--- src/rtl/bcd_pkg.sv ---
`default_nettype none
`timescale 1ns/1ps
// ============================================================================
// bcd_pkg : shared widths, scan state type and BCD code check
// Revision: 1.0
// ============================================================================
package bcd_pkg;

   localparam int BCD_W = 4;
   localparam int DEC_W = 10;

   typedef enum logic [0:0] {
      IDLE = 1'b0,
      SCAN = 1'b1
   } state_t;

   function automatic logic bcd_is_valid(input logic [BCD_W-1:0] code);
      return (code <= 4'd9);
   endfunction

endpackage
`default_nettype wire

--- src/rtl/bcd_digit_decoder.sv ---
`default_nettype none
`timescale 1ns/1ps
// ============================================================================
// bcd_digit_decoder : one BCD code to a one-hot decimal, zero for codes 10..15
// Revision: 1.0
// ============================================================================
module bcd_digit_decoder
   import bcd_pkg::*;
(
   input  logic [BCD_W-1:0] bcd,
   output logic [DEC_W-1:0] dec,
   output logic             invalid
);

   always_comb begin
      invalid = !bcd_is_valid(bcd);
      dec     = '0;
      if (!invalid) begin
         dec = DEC_W'(1) << bcd;
      end
   end

endmodule
`default_nettype wire

--- src/rtl/bcd_scan_decoder.sv ---
`default_nettype none
`timescale 1ns/1ps
// ============================================================================
// bcd_scan_decoder : latches a DIGITS-wide BCD word and scans it onto a
// one-hot decimal LED bus. Optional macro: LEADING_ZERO_BLANK_EN.
// Revision: 1.0
// ============================================================================
module bcd_scan_decoder
   import bcd_pkg::*;
#(
   parameter int DIGITS   = 4,
   parameter int SCAN_DIV = 1000
) (
   input  logic                    clk,
   input  logic                    rst,
   input  logic                    in_valid,
   output logic                    in_ready,
   input  logic [BCD_W*DIGITS-1:0] in_bcd,
   output logic [DIGITS-1:0]       digit_sel,
   output logic [DEC_W-1:0]        out,
   output logic                    err
);

   localparam int TICK_W = (SCAN_DIV > 1) ? $clog2(SCAN_DIV) : 1;
   localparam int IDX_W  = (DIGITS > 1) ? $clog2(DIGITS) : 1;
   localparam logic [TICK_W-1:0] TICK_LAST = TICK_W'(SCAN_DIV - 1);
   localparam logic [IDX_W-1:0]  IDX_LAST  = IDX_W'(DIGITS - 1);

   state_t                    state_q, state_d;
   logic [BCD_W*DIGITS-1:0]   word_q,  word_d;
   logic [TICK_W-1:0]         tick_q,  tick_d;
   logic [IDX_W-1:0]          idx_q,   idx_d;
   logic [DIGITS-1:0]         blank_q, blank_d;
   logic                      err_q,   err_d;
   logic [DIGITS-1:0]         sel_q,   sel_d;
   logic [DEC_W-1:0]          out_q,   out_d;

   logic                      frame_end;
   logic                      xfer;
   logic                      word_has_bad;
   logic [DIGITS-1:0]         new_blank;
   logic [BCD_W-1:0]          cur_code;
   logic [DEC_W-1:0]          cur_dec;
   logic                      cur_invalid;

   assign frame_end = (state_q == SCAN) && (tick_q == TICK_LAST) && (idx_q == IDX_LAST);
   assign in_ready  = (state_q == IDLE) || frame_end;
   assign xfer      = in_valid && in_ready;

   always_comb begin
      word_has_bad = 1'b0;
      for (int k = 0; k < DIGITS; k++) begin
         word_has_bad = word_has_bad | !bcd_is_valid(in_bcd[k*BCD_W +: BCD_W]);
      end
   end

`ifdef LEADING_ZERO_BLANK_EN
   // Walk down from the most significant digit; the first non-zero code
   // (valid or not) ends the blank run. Digit 0 is never blanked.
   logic lead_zero;
   always_comb begin
      lead_zero = 1'b1;
      new_blank = '0;
      for (int k = DIGITS - 1; k >= 1; k--) begin
         lead_zero    = lead_zero && (in_bcd[k*BCD_W +: BCD_W] == '0);
         new_blank[k] = lead_zero;
      end
   end
`else
   assign new_blank = '0;
`endif

   always_comb begin
      state_d = state_q;
      word_d  = word_q;
      tick_d  = tick_q;
      idx_d   = idx_q;
      blank_d = blank_q;
      err_d   = err_q;
      if (xfer) begin
         state_d = SCAN;
         word_d  = in_bcd;
         tick_d  = '0;
         idx_d   = '0;
         blank_d = new_blank;
         err_d   = err_q | word_has_bad;
      end else if (state_q == SCAN) begin
         if (tick_q == TICK_LAST) begin
            tick_d = '0;
            idx_d  = (idx_q == IDX_LAST) ? '0 : idx_q + 1'b1;
         end else begin
            tick_d = tick_q + 1'b1;
         end
      end
   end

   // Select from the next-state word/index so the registered outputs line up
   // with the cycle the scan position takes effect.
   always_comb begin
      cur_code = '0;
      for (int k = 0; k < DIGITS; k++) begin
         if (idx_d == IDX_W'(k)) begin
            cur_code = word_d[k*BCD_W +: BCD_W];
         end
      end
   end

   bcd_digit_decoder u_digit_decoder (
      .bcd     (cur_code),
      .dec     (cur_dec),
      .invalid (cur_invalid)
   );

   always_comb begin
      sel_d = '0;
      out_d = '0;
      if (state_d == SCAN) begin
         sel_d = DIGITS'(1) << idx_d;
         out_d = (blank_d[idx_d] || cur_invalid) ? '0 : cur_dec;
      end
   end

   always_ff @(posedge clk) begin
      if (rst) begin
         state_q <= IDLE;
         word_q  <= '0;
         tick_q  <= '0;
         idx_q   <= '0;
         blank_q <= '0;
         err_q   <= 1'b0;
         sel_q   <= '0;
         out_q   <= '0;
      end else begin
         state_q <= state_d;
         word_q  <= word_d;
         tick_q  <= tick_d;
         idx_q   <= idx_d;
         blank_q <= blank_d;
         err_q   <= err_d;
         sel_q   <= sel_d;
         out_q   <= out_d;
      end
   end

   assign digit_sel = sel_q;
   assign out       = out_q;
   assign err       = err_q;

endmodule
`default_nettype wire

--- config.mk ---
export PLATFORM = sky130hd
export DESIGN_NAME = bcd_scan_decoder
export DESIGN_NICKNAME = d
export VERILOG_FILES = /design/src/rtl/bcd_pkg.sv /design/src/rtl/bcd_digit_decoder.sv /design/src/rtl/bcd_scan_decoder.sv
export SDC_FILE = /design/constraint.sdc
export NUM_CORES = 1
export LEC_CHECK = 0
export CORE_ASPECT_RATIO = 0.5
export CORE_MARGIN = 2
export CORE_UTILIZATION = 24
export CTS_CLUSTER_DIAMETER = 200
export CTS_CLUSTER_SIZE = 28
export DETAILED_ROUTE_END_ITERATION = 10
export DONT_BUFFER_PORTS = 1
export PLACE_DENSITY = 0.41
export REMOVE_ABC_BUFFERS = 1
export SYNTH_ARGS = -nofsm -noshare
export SYNTH_HDL_FRONTEND = slang
export SYNTH_HIERARCHICAL = 1
export SYNTH_SLANG_ARGS = --single-unit
--- constraint.sdc ---
create_clock -name clk -period 4.2 [get_ports clk]
set_clock_uncertainty 0.2 [all_clocks]
set_input_delay 0.84 -clock clk [delete_from_list [all_inputs] [get_ports clk]]
set_output_delay 0.84 -clock clk [all_outputs]
set_load 0.1 [all_outputs]
Cells by drive strength:
Bar = 50 um.
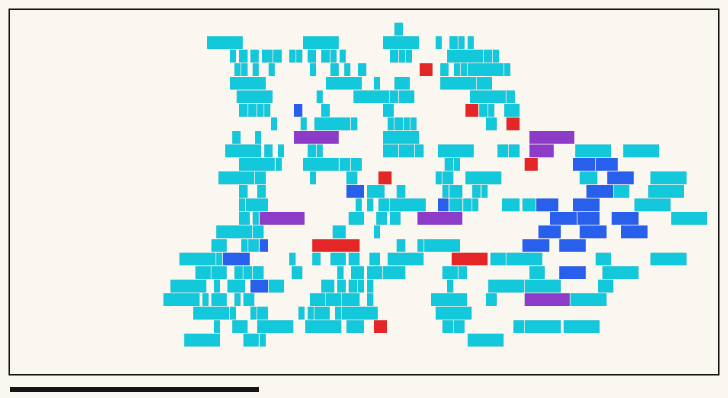
blue -> x2  # cells 21
purple -> x6 and larger  # cells 6
cyan -> x1 and smaller  # cells 214
red -> x3 and x4  # cells 8
Final Instance Area: 0.002542 mm^2
synth-to-layout area growth: 10.56%
Non-clock buffers: 6

Clock network drawn from the DEF:
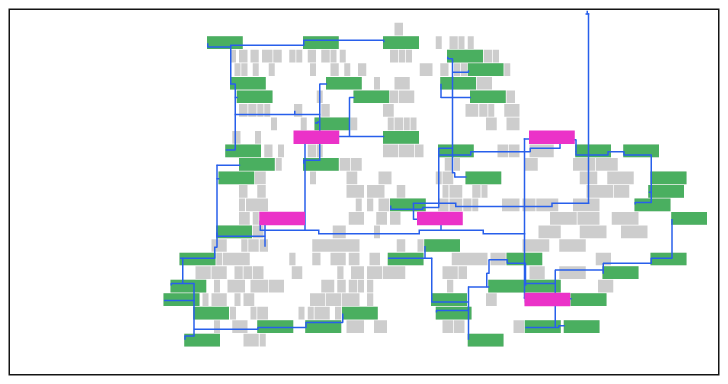
green -> flip-flops  # count 48
magenta -> clock-net drivers  # count 5
blue -> clock wires  # length 688 um
routed clock nets = 6
clk_lat worst skew: 0.29 ns
Power Clock: 0.408 mW

Wiring heat map:
Bar = 50 um. The die is cut into 28 by 15 equal tiles; dark purple is low, yellow is high, scaled to the fullest tile. Values are wire area over tile area, all layers added.
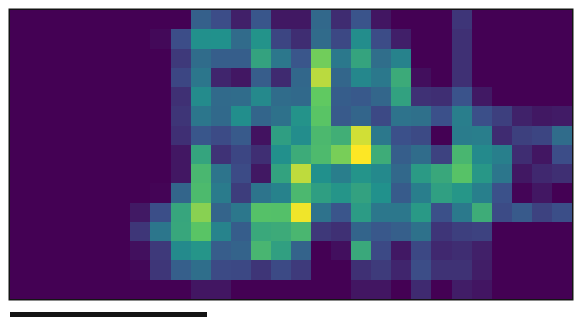
mean over tiles = 0.081
tiles over half the peak = 13%
fullest tile = 0.41
emptiest ninth of the die = upper left
densest ninth of the die = centre
Detailed Route WL: 5458 um
via count: 1,795
WL/cell: 14.75 um

Sequential cells coloured by netlist name:
Other sequential cells in the stronger grey, the rest of the logic in the fainter grey.
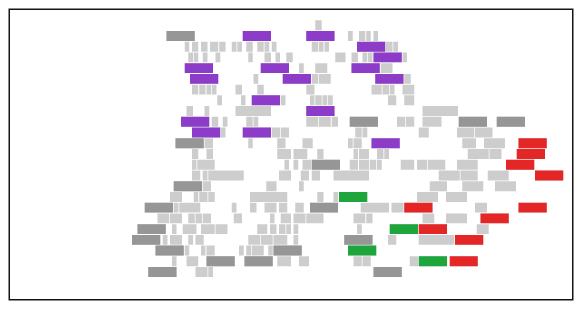
green -> blank_q  # sequential cells 4
purple -> word_q  # sequential cells 16, where top centre
red -> out  # sequential cells 10
fin util: 0.2709
Seq group: 0.506 mW

==> flow_metrics.env <==
# source this file to load flow results
export IMPL_status="completed"
export IMPL_drt_iter0_markers=76
export IMPL_top_power_group="sequential cells"
export IMPL_grt_use_total=0.1074
export IMPL_nClkBuffers=6
export IMPL_rsz0062_at_grt="false"
export IMPL_grt_pass1_vias=1679
export IMPL_worstHoldPathCells=2
export IMPL_synthArstFlopShare=0
export IMPL_comb_power_share=0.082
export IMPL_grt_antenna_before_repair=0
export IMPL_dieArea_mm2=0.01043
export IMPL_crit_start="tick_q[1]"
export IMPL_power_mw=0.9962
export IMPL_p_leak_nw=0.8893
export IMPL_power_frac_clock=0.410
export IMPL_dp_slack_ns=0.6265
export IMPL_maxCapViolCount=0
export IMPL_r2r_start="tick_q[1]"
export IMPL_comb_power_mw=0.0819
export IMPL_synthesis_area_mm2=0.002300
export IMPL_final_nets=269
export IMPL_die_w_um=142.4
export IMPL_path_clk_slew_ns=0.06
export IMPL_grt_max_degree=25
export IMPL_post_route_period_util=0.8672
export IMPL_hold_viol=0
export IMPL_max_freq_ghz=0.2746
export IMPL_dominant_cell_class="multi-input combinational cells"
export IMPL_grt_busiest_layer="met2"
export IMPL_yosysWarningCount=6
export IMPL_min_path_type="register to register"
export IMPL_r2r_cells=9
export IMPL_power_density_mw_per_mm2=391.8
export IMPL_use_met3=0.02690
export IMPL_met1_usage=0.1490
export IMPL_post_route_min_period_ns=3.642
export IMPL_edf_count=0
export IMPL_fp_util=0.2451
export IMPL_sh_comb_area=0.4759
export IMPL_cts_resized=0
export IMPL_timing_hold_ws_ns=0.2512
export IMPL_crit_reg2reg_capture="out[1]"
export IMPL_p_switching_mw=0.2610
export IMPL_synth_flops=48
export IMPL_met2_usage=0.1637
export IMPL_n_sequential_cell=48
export IMPL_logic_area_mm2=0.001210
export IMPL_numCtsBuffers=5
export IMPL_final_max_slew_viol_count=0
export IMPL_pin_count=35
export IMPL_buffer_area_frac=0.01772
export IMPL_nonClockInverterCount=7
export IMPL_holdPathEnd="word_q[14]"
export IMPL_setup_ws_ns=0.5580
export IMPL_cts_hold_buf=0
export IMPL_warning_count=25
export IMPL_critPathKind="register to register"
export IMPL_yosysChipArea_mm2=0.002300
export IMPL_first_pass_iters=4
export IMPL_rows=25
export IMPL_swShare=0.2620
export IMPL_peakVddDrop_v=0.0001241
export IMPL_nFillCells=1003
export IMPL_worstPathRequired_ns=4.19
export IMPL_setup_viol=0
export IMPL_cts_root_buf="clkbuf_16"
export IMPL_fp_coreArea_mm2=0.009384
export IMPL_flop_cell="dfxtp_1"
export IMPL_yosysMostFrequentCell="dfxtp_1"
export IMPL_htreeDepth=2
export IMPL_drc=0
export IMPL_grt_pass1_wl_um=8694
export IMPL_clkCellAreaFrac=0.05856
export IMPL_avgSynthCellArea_um2=9.090
export IMPL_logic_gates=180
export IMPL_yosys_cells=253
export IMPL_synth_cell_types=50
export IMPL_top_area_frac=0.4178
export IMPL_crit_path_end_kind="register"
export IMPL_slew_headroom=0.3585
sequential cells by signal, summed over array words and instances, names as in the netlist:
signal / cells
idx_q: 2
out: 10
state_q: 1
blank_q: 4
err: 1
digit_sel: 4
tick_q: 10
word_q: 16
logic make-up after synthesis:
family | count (synthesis) | share of synthesized area
buffers and inverters | 25 | 0.05604
AND/OR/NAND/NOR | 123 | 0.3406
flip-flops | 48 | 0.4178
adder cells (fa/ha/maj) | 2 | 0.01088
multiplexers | 1 | 0.004353
XOR/XNOR | 8 | 0.03047
AND-OR/OR-AND | 46 | 0.1398
worst max-delay path, cell delays in order, from the launching register on:
cell      delay, ns
dfxtp_1        0.36
ha_1           0.24
and2_1         0.30
and4_1         0.33
or2_1          0.39
mux2i_1        0.28
o211ai_1       0.37
o21a_1         0.29
a311o_1        0.45
nor4b_1        0.32
layer usage:
layer,vias up,wire length (um)
li1,894,-
met2,24,2470
met4,0,88
met3,7,153
met5,-,0
met1,870,2745
cell usage in the layout (no fill, tap or decap), types with 2 or more instances in the layout:
cell and n:
a21oi_1 18, a311oi_1 2, a31oi_1 6, a32oi_1 2
and2_1 8, and3_1 3, and4_1 2, and4b_1 3
and4bb_2 4, buf_4 6, clkbuf_16 5, clkinv_2 2
dfxtp_1 48, ha_1 2, inv_1 7, nand2_1 41
nand3_1 5, nand4_1 7, nor2_1 17, nor3_1 6
nor3b_1 2, nor4b_1 4, nor4b_2 10, o2111ai_1 2
o21ai_0 6, xor2_1 8
metrics by stage:
step           instances    util
2_1_floorplan        235       -
3_3_place_gp         362  0.2551
3_5_place_dp         362  0.2551
4_1_cts              370  0.2709
5_1_grt              370  0.2709
6_report             370  0.2709
Power figures rest on the tool's default switching activity, not on a simulated workload.
